$ cat src/rtl/bus_timeout_pkg.sv
// Shared types and constants for the multi-channel bus timeout monitor.
package bus_timeout_pkg;

  typedef enum logic [1:0] {
    IDLE    = 2'd0,
    COUNT   = 2'd1,
    EXPIRED = 2'd2
  } timeout_state_e;

  typedef enum logic {
    ONE_SHOT = 1'b0,
    PERIODIC = 1'b1
  } timeout_mode_e;

  localparam int unsigned BUS_TIMEOUT_DEFAULT_LIMIT = 100;

endpackage

$ cat src/rtl/timeout_channel.sv
// One watchdog channel: FSM, saturating idle counter, programmable limit and
// sticky timeout flag with acknowledge.
module timeout_channel
  import bus_timeout_pkg::*;
#(
  parameter int          WIDTH         = 16,
  parameter int unsigned DEFAULT_LIMIT = BUS_TIMEOUT_DEFAULT_LIMIT
) (
  input  logic             clk,
  input  logic             rstN,
  input  logic             i_enable,
  input  logic             i_ready,
  input  logic             i_mode,
  input  logic             i_tick,
  input  logic             i_limit_wr,
  input  logic [WIDTH-1:0] i_limit_data,
  input  logic             i_ack,
  output logic             o_thresh_pulse,
  output logic             o_timeout
);

  localparam logic [WIDTH-1:0] ONE     = WIDTH'(1);
  localparam logic [WIDTH-1:0] CNT_MAX = '1;

  timeout_state_e   r_state;
  logic [WIDTH-1:0] r_count;
  logic [WIDTH-1:0] r_limit;
  logic             r_pulse;
  logic             r_timeout;

  logic [WIDTH-1:0] w_limit_m1;
  logic             w_expire;
  timeout_mode_e    w_mode;

  // A zero limit disables expiry; the >= compare also covers a limit lowered
  // below the current count.
  assign w_limit_m1 = r_limit - ONE;
  assign w_expire   = i_tick && (r_limit != '0) && (r_count >= w_limit_m1);
  assign w_mode     = timeout_mode_e'(i_mode);

  always_ff @(posedge clk or negedge rstN) begin
    if (!rstN) begin
      r_state   <= IDLE;
      r_count   <= '0;
      r_limit   <= WIDTH'(DEFAULT_LIMIT);
      r_pulse   <= 1'b0;
      r_timeout <= 1'b0;
    end else begin
      r_pulse <= 1'b0;
      if (i_limit_wr) r_limit <= i_limit_data;
      // NOTE: non-blocking assignments resolve last-wins, so an expiry set
      // further down overrides this ack clear in the same cycle.
      if (i_ack) r_timeout <= 1'b0;

      if (!i_enable) begin
        r_state <= IDLE;
        r_count <= '0;
      end else begin
        case (r_state)
          IDLE: begin
            r_state <= COUNT;
            r_count <= '0;
          end
          COUNT: begin
            if (i_ready) begin
              r_count <= '0;
            end else if (w_expire) begin
              r_pulse   <= 1'b1;
              r_timeout <= 1'b1;
              if (w_mode == PERIODIC) r_count <= '0;
              else                    r_state <= EXPIRED;
            end else if (i_tick && (r_count != CNT_MAX)) begin
              r_count <= r_count + ONE;
            end
          end
          EXPIRED: begin
            if (i_ready) begin
              r_state <= COUNT;
              r_count <= '0;
            end
          end
          default: r_state <= IDLE;
        endcase
      end
    end
  end

  assign o_thresh_pulse = r_pulse;
  assign o_timeout      = r_timeout;

endmodule

$ cat src/rtl/bus_timeout_monitor.sv
// Multi-channel bus activity watchdog top: tick generation, limit-write decode
// and timeout OR. Optional shared prescaler enabled by BUS_TIMEOUT_PRESCALE_EN.
module bus_timeout_monitor
  import bus_timeout_pkg::*;
#(
  parameter int          CHANNELS      = 4,
  parameter int          WIDTH         = 16,
  parameter int unsigned DEFAULT_LIMIT = BUS_TIMEOUT_DEFAULT_LIMIT,
  parameter int          PRESCALE      = 8,
  localparam int         CH_W          = (CHANNELS > 1) ? $clog2(CHANNELS) : 1
) (
  input  logic                clk,
  input  logic                rstN,
  input  logic [CHANNELS-1:0] enable,
  input  logic [CHANNELS-1:0] ready,
  input  logic [CHANNELS-1:0] mode,
  input  logic                limit_wr,
  input  logic [CH_W-1:0]     limit_ch,
  input  logic [WIDTH-1:0]    limit_data,
  input  logic [CHANNELS-1:0] ack,
  output logic [CHANNELS-1:0] thresh_pulse,
  output logic [CHANNELS-1:0] timeout,
  output logic                any_timeout
);

  if (CHANNELS < 1) begin : g_bad_channels
    $error("bus_timeout_monitor: CHANNELS must be >= 1");
  end
  if (PRESCALE < 1) begin : g_bad_prescale
    $error("bus_timeout_monitor: PRESCALE must be >= 1");
  end

  logic w_tick;

`ifdef BUS_TIMEOUT_PRESCALE_EN
  localparam int              PS_W    = (PRESCALE > 1) ? $clog2(PRESCALE) : 1;
  localparam logic [PS_W-1:0] PS_LAST = PS_W'(PRESCALE - 1);

  logic [PS_W-1:0] r_prescale;
  logic            w_any_enable;

  assign w_any_enable = |enable;

  // Free-running phase shared by all channels; ready does not realign it.
  always_ff @(posedge clk or negedge rstN) begin
    if (!rstN) begin
      r_prescale <= '0;
    end else if (w_any_enable) begin
      r_prescale <= (r_prescale == PS_LAST) ? '0 : r_prescale + PS_W'(1);
    end
  end

  assign w_tick = w_any_enable && (r_prescale == PS_LAST);
`else
  assign w_tick = 1'b1;
`endif

  for (genvar g = 0; g < CHANNELS; g++) begin : g_ch
    logic w_wr;

    // Out-of-range channel indices match no channel and are dropped.
    assign w_wr = limit_wr && (limit_ch == CH_W'(g));

    timeout_channel #(
      .WIDTH        (WIDTH),
      .DEFAULT_LIMIT(DEFAULT_LIMIT)
    ) u_ch (
      .clk           (clk),
      .rstN          (rstN),
      .i_enable      (enable[g]),
      .i_ready       (ready[g]),
      .i_mode        (mode[g]),
      .i_tick        (w_tick),
      .i_limit_wr    (w_wr),
      .i_limit_data  (limit_data),
      .i_ack         (ack[g]),
      .o_thresh_pulse(thresh_pulse[g]),
      .o_timeout     (timeout[g])
    );
  end

  assign any_timeout = |timeout;

endmodule
$ cat config.mk
export PLATFORM = sky130hd
export DESIGN_NAME = bus_timeout_monitor
export DESIGN_NICKNAME = d
export VERILOG_FILES = /design/src/rtl/bus_timeout_pkg.sv /design/src/rtl/timeout_channel.sv /design/src/rtl/bus_timeout_monitor.sv
export SDC_FILE = /design/constraint.sdc
export NUM_CORES = 1
export LEC_CHECK = 0
export CAP_MARGIN = 20
export CORE_UTILIZATION = 25
export CTS_CLUSTER_SIZE = 12
export DETAILED_ROUTE_END_ITERATION = 8
export HOLD_SLACK_MARGIN = 0.02
export SLEW_MARGIN = 10
export SYNTH_ARGS = -nofsm -noshare
export SYNTH_HDL_FRONTEND = slang
export SYNTH_HIERARCHICAL = 1
export SYNTH_SLANG_ARGS = --single-unit
$ cat constraint.sdc
create_clock -name clk -period 5.36 [get_ports clk]
set_clock_uncertainty 0.05 [all_clocks]
set_input_delay 1.072 -clock clk [delete_from_list [all_inputs] [get_ports clk]]
set_output_delay 1.072 -clock clk [all_outputs]
set_load 0.05 [all_outputs]
==> impl_metrics.csv, run 1 <==
group,metric,value,unit
detailed_routing,drt_iter0_markers,454,
sta,slew_headroom,31.1,%
power,p_leak,0.00490,µW
critical_path,critical_path_arrival,4.76,ns
clock_network,cts_tree,"done",
floorplanning,core_util_floorplan,25.5,%
floorplanning,io_pins,46,
power,power_per_cell_area,292,nW/µm²
critical_path,r2r_cells,14,
run_status,status,"completed",
global_routing,grt_pass1_wl,38200,µm
logic_synthesis,ys_sh_adder,11.1,%
clock_network,cts_resized,0,
floorplanning,design.core.area,38900,µm²
logic_synthesis,ys_sh_mux,8.58,%
placed_design,port_buffers,45,
floorplanning,die_area,40500,µm²
logic_synthesis,synthFlopType,"dfrtp_1",
placed_design,placed_cells,1555,
detailed_routing,final_antenna_net_count,0,
logic_synthesis,ys_sh_aoi,14.9,%
logic_synthesis,synth_seq_share,36.4,%
sta,hold_viol,0,
finish,areaGrowthSynthToFinish,16.2,%
logic_synthesis,async_flop_share,100,%
global_routing,antenna_found_initial,0,
clock_network,cts_made_buffers,17,
sta,fmax,0.222,GHz
finish,lay_top_cells,"dfrtp_1 (132), nand2_1 (91), ha_1 (88)",
logic_synthesis,yosysCellCount,998,
clock_network,cts_setup_buffers,0,
sta,min_period_over_period,84.1,%
floorplanning,die_height,201,µm
logic_synthesis,ys_seq_elements,144,
critical_path,critPathCapture,"g_ch[1].u_ch/r_count[6]",
logic_synthesis,synthSimpleGateAreaFrac,21.2,%
logic_synthesis,ys_area,9940,µm²
finish,final_cells,1590,
critical_path,worstSetupStartpoint,"g_ch[1].u_ch/r_limit[3]",
global_routing,grt_start_max_net_pins,68,
sta,worst_slew_pin_slew,1.03,ns
logic_synthesis,synth_area,9940,µm²
sta,finalSetupViolCount,0,
logic_synthesis,xor_share,4.58,%
logic_synthesis,yosysWarnings,6,
critical_path,end_kind,"flip-flop",
detailed_routing,route.detailed.drc,0,
critical_path,rrSetupSlack,0.85,ns
critical_path,start_kind,"flip-flop",
clock_network,cts_root_buf,"clkbuf_16",
finish,drive_gt1_share,17.3,%
sta,fin_setup_tns,0,ns
global_routing,grt_pass1_vias,7345,
critical_path,crit-reg2reg-launch,"g_ch[1].u_ch/r_limit[3]",
clock_network,cts_hold_buf,0,
detailed_routing,wl_per_cell,14.5,µm
logic_synthesis,netlist_logic_family_top,"simple AND/OR/NAND/NOR gates",
finish,lay_top_count,"dfrtp_1",
clock_network,htree_levels,4,
critical_path,crit_type,"reg -> reg",
detailed_routing,viasPerCell,4.79,
finish,antenna_cells,0,
logic_synthesis,edf_count,0,
sta,drv_slew,0,
[run 1: state kept, by name (all words and copies together), names as in the netlist]
signal                    count
g_ch.u_ch/r_count            64
g_ch.u_ch/o_thresh_pulse      4
g_ch.u_ch/r_limit            64
g_ch.u_ch/r_state             8
g_ch.u_ch/o_timeout           4
[run 1: cells in the mapped netlist (all sizes together), types with 12 or more instances]
library cell  instances  area share (%)
a21oi                24             1.2
and3                 37             2.4
nand4                14            0.88
ha                   88              11
nor3                 22             1.1
mux2                 65             7.4
a221o                26             2.9
dfrtp               132              33
nor4                 15             1.2
inv                  33             1.2
xor2                 20             1.8
o21ai                35             1.8
nand2                91             3.4
mux2i                12             1.2
xnor2                32             2.8
buf                  17             1.4
dfstp                12             3.2
nand3                36             2.0
a22o                 14             1.2
nor2                 80             3.1
[run 1: final cells by class]
class | count | area (µm²)
multi-input combinational | 810 | 6070
sequential | 144 | 3620
clock buffer | 21 | 460
fill | 3987 | 27400
tap | 518 | 648
inverter | 33 | 124
clock inverter | 11 | 104
timing repair buffer | 53 | 512
[run 1: worst max-delay path: stages, from the launching register on]
cell and delay (ns):
dfrtp_1 0.40, nor2_2 0.17, nand3_1 0.10, or3_1 0.35, nor4_1 0.54, nand2_1 0.13
xor2_1 0.18, ha_1 0.30, nand4_1 0.15, or4_1 0.54, o32a_2 0.33, nand2_1 0.15
a31oi_1 0.38, and3_1 0.34, a221o_2 0.29
[run 1: layer usage]
metal  up-vias  routed length, µm
met5         -                  0
met4         0                174
met3         9                577
met2        86              11200
met1      3687              11100
li1       3837                  -
[run 1: cells by family (layout without fill, tap and decap cells)]
logic type / after synthesis / after routing
mux: 77 / 77
xor+xnor: 52 / 52
fa+ha+maj: 88 / 88
buf+inv: 61 / 118
compound gates: 186 / 186
simple gates: 389 / 389
other cells: 1 / 18
flops: 144 / 144
[run 1: power by group]
part | switching (µW) | internal, µW | leakage [µW]
combinational | 470 | 378 | 0.00277
clock | 497 | 667 | 0.000274
sequential | 140 | 1220 | 0.00186
[run 1: how the worst min path moves through the flow]
stage,start,endpoint,cells past startpoint
global route,g_ch[3].u_ch/r_count[15],g_ch[3].u_ch/r_count[15],1
CTS,g_ch[1].u_ch/r_limit[13],g_ch[1].u_ch/r_limit[13],1
global placement,g_ch[3].u_ch/r_count[14],g_ch[3].u_ch/r_count[14],1
detailed placement,g_ch[3].u_ch/r_count[15],g_ch[3].u_ch/r_count[15],1
finish,g_ch[3].u_ch/r_count[15],g_ch[3].u_ch/r_count[15],1
floorplan,g_ch[3].u_ch/r_count[15],g_ch[3].u_ch/r_count[15],1
[run 1: metrics by stage]
step / instance area, µm² / hold WS, ns / worst slack [ns]
after floorplan: 10000 / 0.439 / 1.38
after global placement: 11000 / 0.489 / 0.906
after detailed placement: 11000 / 0.491 / 0.819
after CTS: 11500 / 0.513 / 0.808
after global routing: 11500 / 0.528 / 0.433
final: 11500 / 0.499 / 0.852
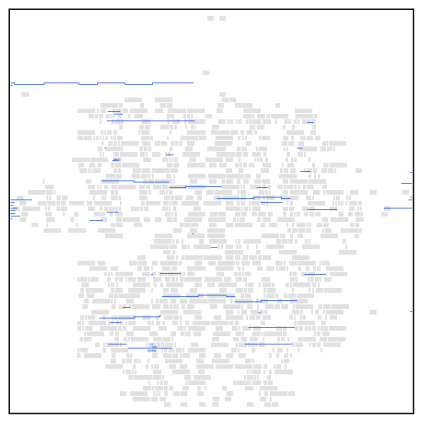
*Metal 3, run 1*
Drawn at 2 px/µm.
The layer holds 2.5% of the routed length. 43 nets have wire on it. The wires run mostly horizontal. The longest straight run is 43.7 µm.
vias: 7,619
met3 GRT Util: 2.07%
final wirelength: 23,000 µm

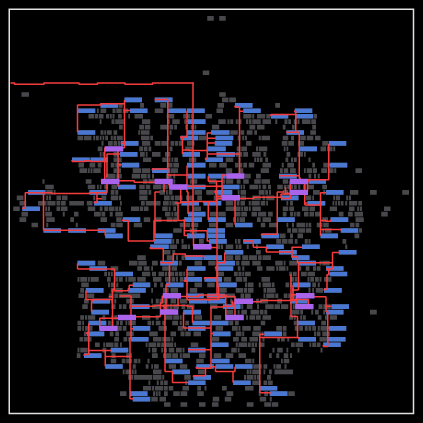
*Clock distribution, run 1*
Drawn at 2 px/µm.
Key: clock drivers = purple [count 17]; clock wires = red [length 2,250 µm]; flip-flops = blue [count 144]
There are 18 routed clock nets.

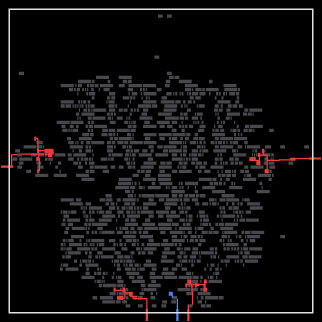
*Nets reached from selected ports, run 1*
Drawn at 1.5 px/µm.
Key: `enable` = red [bits 4, direction input, edge 2 bottom, 1 left, 1 right, end cells 24, wire 224 µm]; `any_timeout` = blue [bits 1, direction output, edge bottom, end cells 1, wire 10.4 µm]

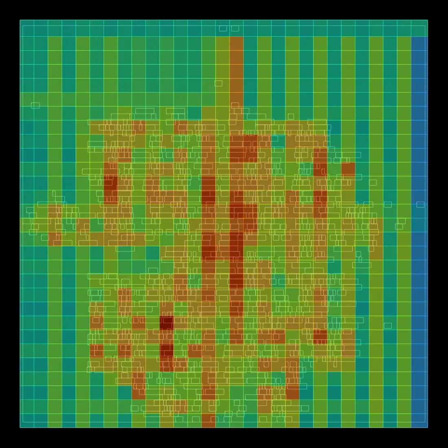
*Routing congestion map, run 1*
met2 GRT Util: 19.8%
final core occ: 29.7%
total track usage: 11.6%
GRT met1 Usage: 15.2%
GRT Max-Usage Layer: met2

### Cell area per tile, run 1

Drawn at 2 px/µm. 20 x 20 tiles, from dark blue (low) to red (high), 0 to 100% covered.
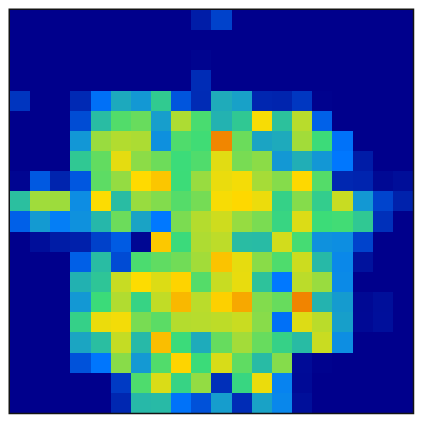

==> run 2: changes to the inputs <==
- clock period: 5.36 -> 3.83 ns (I/O delays scaled with it)
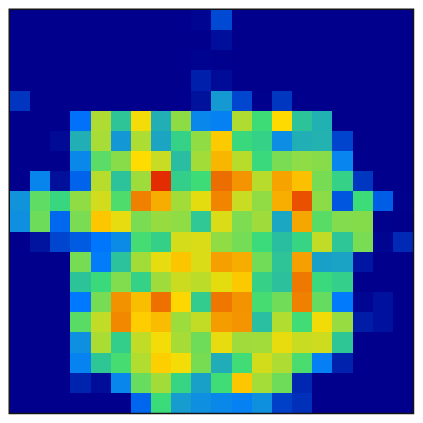
*Cell area per tile, run 2*
Drawn at 2 px/µm. 20 x 20 tiles, from dark blue (low) to red (high), 0 to 100% covered.
The fullest tile reaches 95%. The densest ninth of the die: centre. The mean over all tiles is 30%. 8.7% of the tiles are over 75% full. The emptiest ninth of the die: upper right.
final core occ: 32.5%
core area: 38,900 µm²
fp util: 25.5%

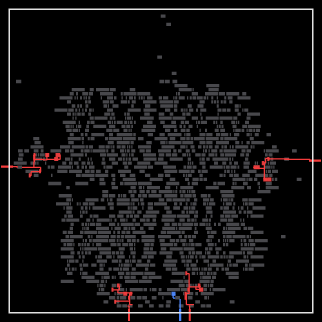
*Nets reached from selected ports, run 2*
Drawn at 1.5 px/µm.
I/O pins: 46
PortBufs: 45

==> impl_metrics.csv, run 2 <==
group,metric,value,unit
run_status,status,"completed",
clock_network,cts_tree,"done",
detailed_routing,viasPerCell,4.79,
detailed_routing,routed_wl,24400,µm
detailed_routing,drt_iter0_markers,638,
clock_network,clk_pin_slew_worst_paths,0.07,ns
logic_synthesis,top_cell,"dfrtp_1",
detailed_routing,route.detailed.drc,0,
logic_synthesis,synthCells,998,
power,intPower,3570,µW
floorplanning,die_height,201,µm
global_routing,antenna_found_initial,3,
sta,worst_slew_pin_slew,0.809,ns
power,p_clk_share,33.9,%
detailed_routing,vias,8045,
logic_synthesis,synth_seq_share,36.4,%
logic_synthesis,edf_count,0,
finish,top_regs,"g_ch.u_ch/r_count x64, g_ch.u_ch/r_limit x64, g_ch.u_ch/r_state x8",
finish,fillers,3936,
logic_synthesis,common_cells,"dfrtp_1 (132), nand2_1 (91), ha_1 (88)",
logic_synthesis,yosysWarnings,6,
logic_synthesis,yosys.cell_types.count,80,
global_routing,grt_pass1_wl,40100,µm
critical_path,start_kind,"flip-flop",
logic_synthesis,yosys-top-cells-area,"dfrtp_1 (33%), ha_1 (11%), mux2_2 (7.4%)",
clock_network,cts_root_buf,"clkbuf_16",
finish,areaGrowthSynthToFinish,27.5,%
clock_network,htree_levels,4,
power,p_sw,1650,µW
logic_synthesis,ys_area,9940,µm²
finish,nets,1269,
sta,min_period_over_period,99.5,%
global_routing,grt_pass1_vias,7712,
placed_design,placed_cells,1625,
power,p_leak,0.00542,µW
critical_path,end_kind,"flip-flop",
logic_synthesis,ys_seq_elements,144,
finish,lay_top_cells,"dfrtp_1 (132), nand2_1 (89), ha_1 (86)",
global_routing,track_usage,12.1,%
floorplanning,num_rows,72,
finish,lay_top_count,"dfrtp_1",
power,power_frac_comb,30.3,%
critical_path,crit_type,"reg -> reg",
floorplanning,die_area,40500,µm²
sta,finalSetupViolCount,0,
clock_network,cts_made_buffers,17,
power,seqPwrFrac,35.9,%
logic_synthesis,synth_area,9940,µm²
detailed_routing,wl_per_cell,14.6,µm
logic_synthesis,async_flop_share,100,%
placed_design,post_dp_cell_area,11600,µm²
detailed_routing,final_antenna_net_count,0,
logic_synthesis,yosys.area.top_type,"dfrtp_1",
clock_network,cts_hold_buf,0,
sta,drv_slew,0,
logic_synthesis,yosysCellCount,998,
sta,fin_setup_tns,0,ns
sta,fmax,0.262,GHz
finish,final_cells,1678,
finish,fin_area,12700,µm²
critical_path,rrSetupSlack,0.02,ns
sta,hold_viol,0,
sta,slew_headroom,44.7,%
power,power_per_cell_area,412,nW/µm²
power,switching_share,31.6,%
critical_path,critical_path_arrival,4.07,ns
logic_synthesis,synthDominantCellAreaShare,33.2,%
global_routing,grt_start_max_net_pins,75,
logic_synthesis,synthFlopType,"dfrtp_1",
finish,drive_gt1_share,26.9,%
detailed_routing,dr.pass1.iters,5,
==> run 2: cell counts after synthesis <==
Identical to the previous run, type by type.
==> run 2: cell type report <==
type | instances | area [µm²] | area share, %
timing repair buffer | 137 | 1250 | 9.88
multi-input combinational | 811 | 6390 | 50.4
inverter | 33 | 124 | 0.978
clock buffer | 22 | 474 | 3.74
clock inverter | 10 | 153 | 1.21
tap | 518 | 648 | 5.12
sequential | 144 | 3620 | 28.6
antenna | 3 | 7.51 | 0.0593
==> run 2: layer usage <==
layer	wire length, µm	track usage (%)	vias up
met1	11500	15.9	3911
met4	309	3.25	0
met5	0	0	-
li1	-	-	4032
met3	690	2.45	13
met2	12000	20.1	89
==> run 2: final timing paths <==
path / start / end / cells after the start
worst max-delay path: g_ch[1].u_ch/r_limit[0] / g_ch[1].u_ch/r_count[10] / 15
worst min-delay path: rstN / g_ch[0].u_ch/o_thresh_pulse / 1
worst max register to register: g_ch[1].u_ch/r_limit[0] / g_ch[1].u_ch/r_count[10] / 15
worst min register to register: g_ch[3].u_ch/r_count[15] / g_ch[3].u_ch/r_count[15] / 1
max in group asynchronous: rstN / g_ch[0].u_ch/r_limit[2] / 2
min in group clk: g_ch[3].u_ch/r_count[15] / g_ch[3].u_ch/r_count[15] / 1
==> run 2: per-stage QoR <==
stage | hold slack (ns) | setup slack (ns)
2_1_floorplan | 0.420 | 0.0330
3_3_place_gp | 0.465 | -0.0686
3_5_place_dp | 0.473 | -0.114
4_1_cts | 0.343 | -0.0979
5_1_grt | 0.375 | -0.173
6_report | 0.325 | 0.0202
==> run 2: cells by family after synthesis <==
family                   count (synthesis)  share of synthesized area (%)
XOR/XNOR                                52                           4.58
flip-flops                             144                           36.4
AND-OR/OR-AND                          186                           14.9
buffers and inverters                   61                           3.14
multiplexers                            77                           8.58
AND/OR/NAND/NOR                        389                           21.2
adder cells (fa/ha/maj)                 88                           11.1
other                                    1                         0.0377
==> run 2: power groups by stage <==
stage | Combinational, µW | Clock (µW) | Sequential (µW)
2_1_floorplan | 935 | 0 | 1890
3_3_place_gp | 1380 | 0 | 1880
3_5_place_dp | 1420 | 0 | 1890
4_1_cts | 1480 | 1810 | 1860
5_1_grt | 1760 | 1870 | 1900
6_report | 1580 | 1770 | 1870
==> run 2: what timing repair did <==
item	CTS	global route
setup buffers	3	11
gates resized	15	48
setup endpoints to repair	61	70
cloned	1	3
pin swaps	14	37
==> run 2: critical path, cell delays in order, from the launching register on <==
cell,delay (ns)
dfrtp_1,0.38
inv_1,0.09
ha_2,0.19
nand3_2,0.07
or4_4,0.47
nor2_2,0.14
xnor2_1,0.07
ha_1,0.32
nand4_1,0.12
or4_1,0.55
o32a_4,0.33
nand2_4,0.08
and2_4,0.16
a221oi_4,0.09
clkbuf_16,0.21
a221o_2,0.37
==> run 3: changes to the inputs <==
- HOLD_SLACK_MARGIN: 0.02 -> 0.12
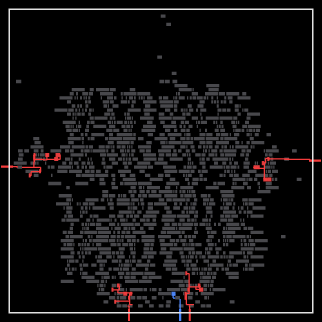
*Nets reached from selected ports, run 3*
Drawn at 1.5 px/µm.
Key: `any_timeout` = blue [bits 1, direction output, edge bottom, end cells 1, wire 13.1 µm]; `enable` = red [bits 4, direction input, edge 2 bottom, 1 left, 1 right, end cells 24, wire 214 µm]

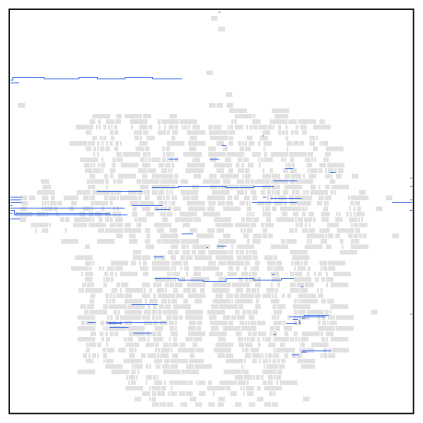
*Metal 3, run 3*
Drawn at 2 px/µm.
The layer holds 2.8% of the routed length. The longest straight run is 56.8 µm.

==> impl_metrics.csv, run 3 <==
group,metric,value,unit
critical_path,start_kind,"flip-flop",
finish,drive_gt1_share,26.9,%
clock_network,cts_made_buffers,17,
logic_synthesis,synth_area,9940,µm²
finish,areaGrowthSynthToFinish,27.5,%
global_routing,antenna_found_initial,3,
critical_path,crit-reg2reg-launch,"g_ch[1].u_ch/r_limit[0]",
logic_synthesis,netlist_logic_family_top,"simple AND/OR/NAND/NOR gates",
critical_path,r2r-end,"g_ch[1].u_ch/r_count[10]",
floorplanning,num_rows,72,
critical_path,cpPeakStageDelay,0.55,ns
detailed_routing,routed_wl,24400,µm
detailed_routing,dr.pass1.iters,5,
global_routing,grt_pass1_vias,7712,
floorplanning,die_height,201,µm
global_routing,track_usage,12.1,%
logic_synthesis,common_cells,"dfrtp_1 (132), nand2_1 (91), ha_1 (88)",
logic_synthesis,async_flop_share,100,%
critical_path,critical_path_arrival,4.07,ns
finish,top_regs,"g_ch.u_ch/r_count x64, g_ch.u_ch/r_limit x64, g_ch.u_ch/r_state x8",
finish,final_core_util,32.5,%
clock_network,cts_root_buf,"clkbuf_16",
logic_synthesis,top_cell,"dfrtp_1",
power,p_leak,0.00542,µW
finish,lay_top_cells,"dfrtp_1 (132), nand2_1 (89), ha_1 (86)",
critical_path,cp_cell_sequence,"inv_1, ha_2, nand3_2, or4_4, nor2_2, xnor2_1, ha_1, nand4_1, or4_1, o32a_4, nand2_4, and2_4, a221oi_4, clkbuf_16, a221o_2",
logic_synthesis,xor_share,4.58,%
detailed_routing,wl_per_cell,14.6,µm
finish,lay_top_count,"dfrtp_1",
logic_synthesis,ys_sh_mux,8.58,%
finish,fillers,3936,
logic_synthesis,yosysCellCount,998,
sta,fmax,0.262,GHz
logic_synthesis,ys_sh_adder,11.1,%
logic_synthesis,yosys.area.top_type,"dfrtp_1",
critical_path,r2r_cells,15,
logic_synthesis,ys_area,9940,µm²
critical_path,end_kind,"flip-flop",
clock_network,clk_pin_slew_worst_paths,0.07,ns
detailed_routing,vias,8045,
clock_network,cts_tree,"done",
sta,slew_headroom,44.7,%
logic_synthesis,ys_sh_aoi,14.9,%
sta,finalSetupViolCount,0,
run_status,status,"completed",
logic_synthesis,edf_count,0,
floorplanning,core_util_floorplan,25.5,%
critical_path,critPathCapture,"g_ch[1].u_ch/r_count[10]",
detailed_routing,drt_iter0_markers,638,
floorplanning,io_pins,46,
floorplanning,die_area,40500,µm²
sta,worst_slew_pin_slew,0.809,ns
logic_synthesis,synthDominantCellAreaShare,33.2,%
global_routing,grt_pass1_wl,40100,µm
detailed_routing,viasPerCell,4.79,
power,power_per_cell_area,412,nW/µm²
floorplanning,design.core.area,38900,µm²
## run 3: cell counts after synthesis
No cell type changed its count.
## run 3: timing repair
item | in CTS | in global routing
pin swaps | 14 | 37
setup buffers | 3 | 11
gates cloned | 1 | 3
endpoints found under the setup margin | 61 | 70
gates resized | 15 | 48
hold endpoints to repair | 0 | 0
hold buffers | 0 | 0
## run 3: how the worst min path moves through the flow
stage,startpoint,endpoint,slack (ns),depth (start not counted)
after floorplan,rstN,g_ch[0].u_ch/o_thresh_pulse,0.42,0
after CTS,rstN,g_ch[0].u_ch/r_count[2],0.34,1
after detailed placement,g_ch[3].u_ch/r_count[15],g_ch[3].u_ch/r_count[15],0.47,1
after global placement,g_ch[3].u_ch/r_count[15],g_ch[3].u_ch/r_count[15],0.46,1
final,rstN,g_ch[0].u_ch/o_thresh_pulse,0.32,1
after global routing,rstN,g_ch[0].u_ch/o_thresh_pulse,0.37,1
## run 3: cells by family (layout without fill, tap and decap cells)
kind of cell / count (synthesis) / after routing
and+or+nand+nor: 389 / 389
AOI/OAI and AO/OA: 186 / 187
other: 1 / 21
adders and majority gates: 88 / 88
muxes: 77 / 77
DFF: 144 / 144
xor gates and xnor gates: 52 / 52
buffers and inverters: 61 / 202
## run 3: critical path: cells and delay by family, from the launching register on
family                   cells  cell delay, ns
AND/OR/NAND/NOR              7            1.59
flip-flops                   1            0.38
XOR/XNOR                     1            0.07
buffers and inverters        2            0.30
adder cells (fa/ha/maj)      2            0.51
AND-OR/OR-AND                3            0.79
## run 3: report_power, final
part / total, µW / internal (µW) / switching (µW)
logic: 1580 / 775 / 804
registers: 1870 / 1710 / 167
clock network: 1770 / 1090 / 680
## run 3: per-stage QoR
stage / worst slack (ns) / total power (µW) / std cells / hold WS, ns / TNS [ns]
finish: 0.0202 / 5220 / 1678 / 0.325 / 0
global route: -0.173 / 5540 / 1676 / 0.375 / -4.78
CTS: -0.0979 / 5150 / 1661 / 0.343 / -1.30
detailed placement: -0.114 / 3310 / 1625 / 0.473 / -3.16
global placement: -0.0686 / 3260 / 1625 / 0.465 / -1.07
floorplan: 0.0330 / 2820 / 1015 / 0.420 / 0
## run 3: layout make-up
cell class	instances	area [µm²]	area share, %
clock inverters	10	153	1.21
multi-input cells	811	6390	50.4
diodes	3	7.51	0.0593
flip-flops and latches	144	3620	28.6
repair buffers	137	1250	9.88
well taps	518	648	5.12
inverters	33	124	0.978
clock buffers	22	474	3.74
## run 3: layer usage
metal / vias to the layer above / share of wire [%] / track usage (%)
li1: 4032 / - / -
met1: 3911 / 47 / 15.9
met2: 89 / 49 / 20.1
met3: 13 / 2.8 / 2.45
met4: 0 / 1.3 / 3.25
met5: - / 0 / 0
Power and IR drop assume default switching activity.
